Figure 1. Signal metal coverage by tile (run 1).
The die is cut into 19 by 32 equal tiles; white is low, dark blue is high, scaled to the fullest tile. Values are wire area over tile area, all layers added.
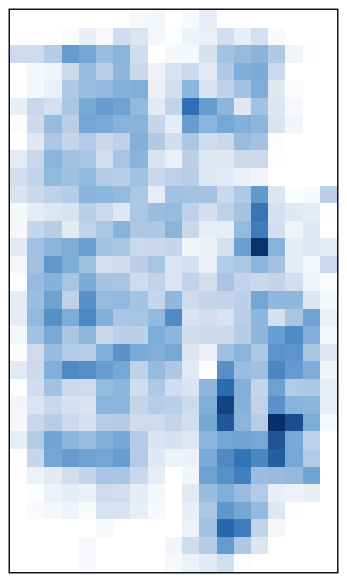
Figure 2. Selected gate families (run 1).
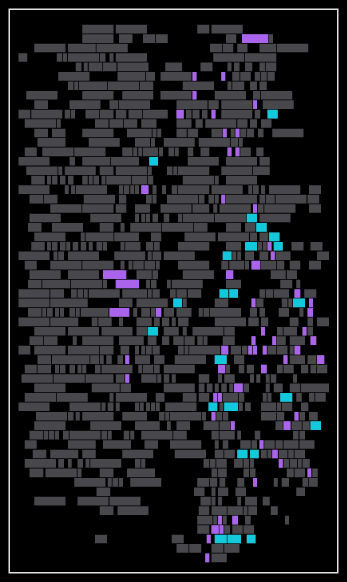
Figure 3. Layout detail (run 1).
Scale bar: 5 um. Region (37, 103) to (57, 123) um. Cells in grey, sequential cells in the stronger grey; small squares are vias.
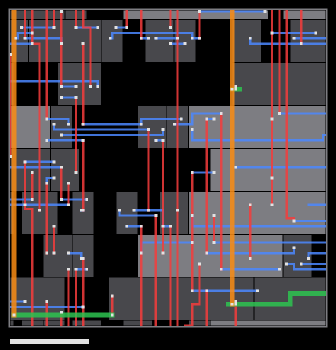
Design als_level_averager_flat, sky130hd; sources not shown.
==> flow_summary.ini, run 1 <==
; implementation run metrics
[logic_synthesis]
ys_ff = 116
ys.flop_type = dfrtp_1
synth_stat.cells = 711
fp_nets = 772
netlist_area_um2 = 7120
synthArstFlopShare_pct = 100
avgSynthCellArea_um2 = 10.0
ys_sh_xor_pct = 5.97

[clock_tree]
cts_resized = 0
htreeDepth = 4
insertion_delay_ps = 420
cts-root-buf = clkbuf_16
cts_setup_buffers = 0
cts_tree = done

[power]
power_switching_uw = 119
power.largest_group = clock
seqPwrFrac_pct = 42.6

[placed_design]
gp_congestion = 0.862
port_buffers = 27

[route]
met2_length_um = 8820
first_iter_violations = 255
route.antenna.remaining_nets = 0

[setup_path]
worst_setup_path_end_kind = register
cp_slowest_cell = dfrtp_1
cpMostUsedCell = ha_1
start_kind = register

[cells_and_area]
finalNetCount = 788
fillCellCount = 1151
largest_reg_flops = 64

[timing]
finalClockPeriodUsage_pct = 39.6
relSlewSlack_pct = 32.6
fin_crit_ps = 8000

[global_routing]
grt_overflow_total = 0
grt_pass1_vias = 5506
grt_max_degree = 83

[outcome]
status = finished clean

[die]
ios = 36

[flow_run]
drv_cap = 0
Notes on Figure 1 above:
fullest tile: 0.65
tiles over half the peak: 12%
emptiest ninth of the die: north-east
mean over tiles: 0.16
overall routing resource usage: 22.1%
via count: 5,332
Avg WL per Cell: 17.3 um
final wirelength: 15,900 um

Notes on Figure 2 above:
| family | colour | cells | most used |
|---|---|---|---|
| AND-OR and OR-AND gates | cyan | 23 | o21a_1 |
| NOR gates | purple | 60 | nor2_1 |
Comb area share: 47.8%
Post-Layout Cell Count: 917
most common logic cell in the routed design: dfrtp_1

Notes on Figure 3 above:
| layer | colour |
|---|---|
| met4 | orange |
| met1 | blue |
| met3 | green |
| met2 | red |
sequential cells in the window: 4
cells with their middle in the window: 28
most frequent: inv_1 (5), dfrtp_1 (4)

## run 1: synthesized netlist by cell type (9+ instances only)
master    instances
o21ai_0          70
xnor2_1          24
clkbuf_1         13
ha_1             34
a21oi_1          22
dfrtp_1         116
nor2_1           38
xor2_1           22
nand2_1          84
buf_2             9
mux2_2           44
nand3_1          17
nand2b_1         10
mux4_2           16
inv_1            54
## run 1: area by class of cell
type / instances / area (um2) / area share (%)
multi-input cells: 507 / 3860 / 47.8
clock inverters: 11 / 128 / 1.58
inverters: 55 / 208 / 2.57
clock buffers: 21 / 460 / 5.71
repair buffers: 30 / 290 / 3.60
well taps: 177 / 221 / 2.74
flip-flops and latches: 116 / 2900 / 36.0
Figure 4. Clock routing (run 1).
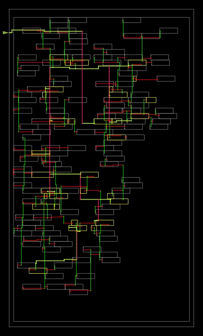

--- run 2 (diff from run 1) ---
--- a/config.mk
+++ b/config.mk
@@ -10,7 +10,7 @@
 export CORE_UTILIZATION = 50
 export CTS_CLUSTER_SIZE = 12
 export DETAILED_ROUTE_END_ITERATION = 8
-export PLACE_DENSITY = 0.68
+export PLACE_DENSITY = 0.71
 export SETUP_SLACK_MARGIN = 0.4
 export SYNTH_ARGS = -nofsm -noshare
 export SYNTH_HDL_FRONTEND = slang
==> constraint.sdc (replaced) <==
create_clock -name clock -period 6.5 [get_ports clock]
set_input_delay 1.3 -clock clock [delete_from_list [all_inputs] [get_ports clock]]
set_output_delay 1.3 -clock clock [all_outputs]
set_load 0.005 [all_outputs]
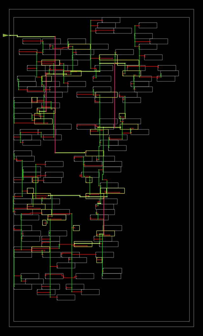
Figure 5: run 2, clock routing.
CTS buffer count: 17
clock sink total: 116
clkbuf count: 19
clk_lat worst skew: 410 ps
clock skew: 8.84 ps

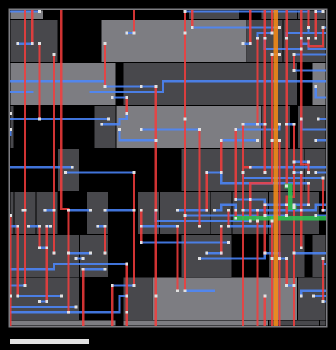
Figure 6: run 2, layout detail.
Scale bar: 5 um. Region (37, 103) to (57, 123) um. Cells in grey, sequential cells in the stronger grey; small squares are vias.
| layer | colour |
|---|---|
| met2 | red |
| met3 | green |
| met1 | blue |
| met4 | orange |
most frequent: inv_1 (4), dfrtp_1 (4)
sequential cells in the window: 4
cells with their middle in the window: 29

==> run 2 against run 1 <==
Count of clock-buffer cells in the layout fell by 2; power went up to 3.2 times the previous value; synthesized area is the same; register-to-register slack got worse by 12000 ps; highest routed layer unchanged; critical path depth is the same.
==> flow_summary.ini, run 2 <==
; implementation run metrics
[outcome]
status = finished clean

[setup_path]
worst_setup_path_end_kind = register
cp_slowest_cell = dfrtp_2
cpMostUsedCell = ha_4
slowest_delay_ps = 460
start_kind = register
critical_path_arrival_ps = 6490
required_ps = 6780
rr_worst_depth = 31

[route]
wl_per_cell_um = 17.8
num_vias = 5621
first_iter_violations = 253
finalWirelength_um = 17200
first_pass_iters = 4
route.antenna.remaining_nets = 0

[clock_tree]
clock_path_buffers = 2
cts-root-buf = clkbuf_16
htreeDepth = 4
clk_pin_slew_ps = 60
cts_setup_buffers = 22
cts_tree = done
cts_resized = 38

[cells_and_area]
comb_share_pct = 47.8
nMultiInputCombCells = 507
n_all_buffers = 81
seq_share_pct = 32.7
layout.area.seq_um2 = 2910
buffer_area_share_pct = 7.69
final_layout_top_logic_cell = dfrtp_1
largest_reg_flops = 64
comb_area_um2 = 4250
fillCellCount = 1098
clockNetworkAreaShare_pct = 7.00
inverters = 55
top_area_cell_class = logic gates
syn_to_final_growth_pct = 24.9
finalNetCount = 839
post-route-cell-area_um2 = 8900
flops = 116

[logic_synthesis]
ys_top_cells_by_count = dfrtp_1, nand2_1, o21ai_0
yosysWarningCount = 0
edf_count = 0
synth_stat.cells = 711
most_common_cell = dfrtp_1
netlist-cell-type-count = 69
ys_sh_xor_pct = 5.97
fp_nets = 772
muxShareOfSynthArea_pct = 12.6
netlist_area_um2 = 7120
top_cell_area_share_pct = 40.7
synth.largest_area_cell = dfrtp_1
ys.flop_type = dfrtp_1
avgSynthCellArea_um2 = 10.0
synthArstFlopShare_pct = 100
ys_ff = 116

[power]
cellPowerDensity_nw_per_um2 = 197
power_switching_uw = 379
seqPwrFrac_pct = 41.3

[global_routing]
grt_overflow_total = 0
grt_pass1_wl_um = 28000
grt_use_met3_pct = 4.08
grt_max_degree = 76
grt_pass1_vias = 6030
track_usage_pct = 23.4

[timing]
relSlewSlack_pct = 39.3
finalClockPeriodUsage_pct = 95.4
fin_crit_ps = 6200
setup_viol = 0
finalHoldViolCount = 0

[placed_design]
gp_congestion = 0.836
placed_cell_area_um2 = 7700
port_buffers = 27
dpl.hpwl_um = 11700

[flow_run]
drv_cap = 0

[die]
die_area_um2 = 15300
ios = 36
tap_cells = 177
-- run 2: per-layer routing --
metal	wire (um)	vias to the layer above
met4	682	0
met1	6210	2821
met5	0	-
met2	9870	127
li1	-	2617
met3	452	56
-- run 2: power groups by stage --
stage / clock [uW] / combinational [uW] / sequential, uW
global placement: 0 / 53.6 / 735
CTS: 982 / 56.0 / 723
global route: 1010 / 63.3 / 722
finish: 972 / 55.1 / 723
detailed placement: 0 / 55.6 / 735
floorplan: 0 / 27.1 / 736
-- run 2: metrics by stage --
step	cells	hold WS [ps]	total power [uW]	utilization, %	setup slack [ps]
floorplan	711	352	763	-	355
global placement	901	456	789	55.3	246
detailed placement	901	472	791	55.3	17.0
CTS	955	480	1760	62.5	404
global route	968	505	1800	64.0	11.5
finish	968	480	1750	64.0	298
Power is estimated from default activity; no workload was simulated.
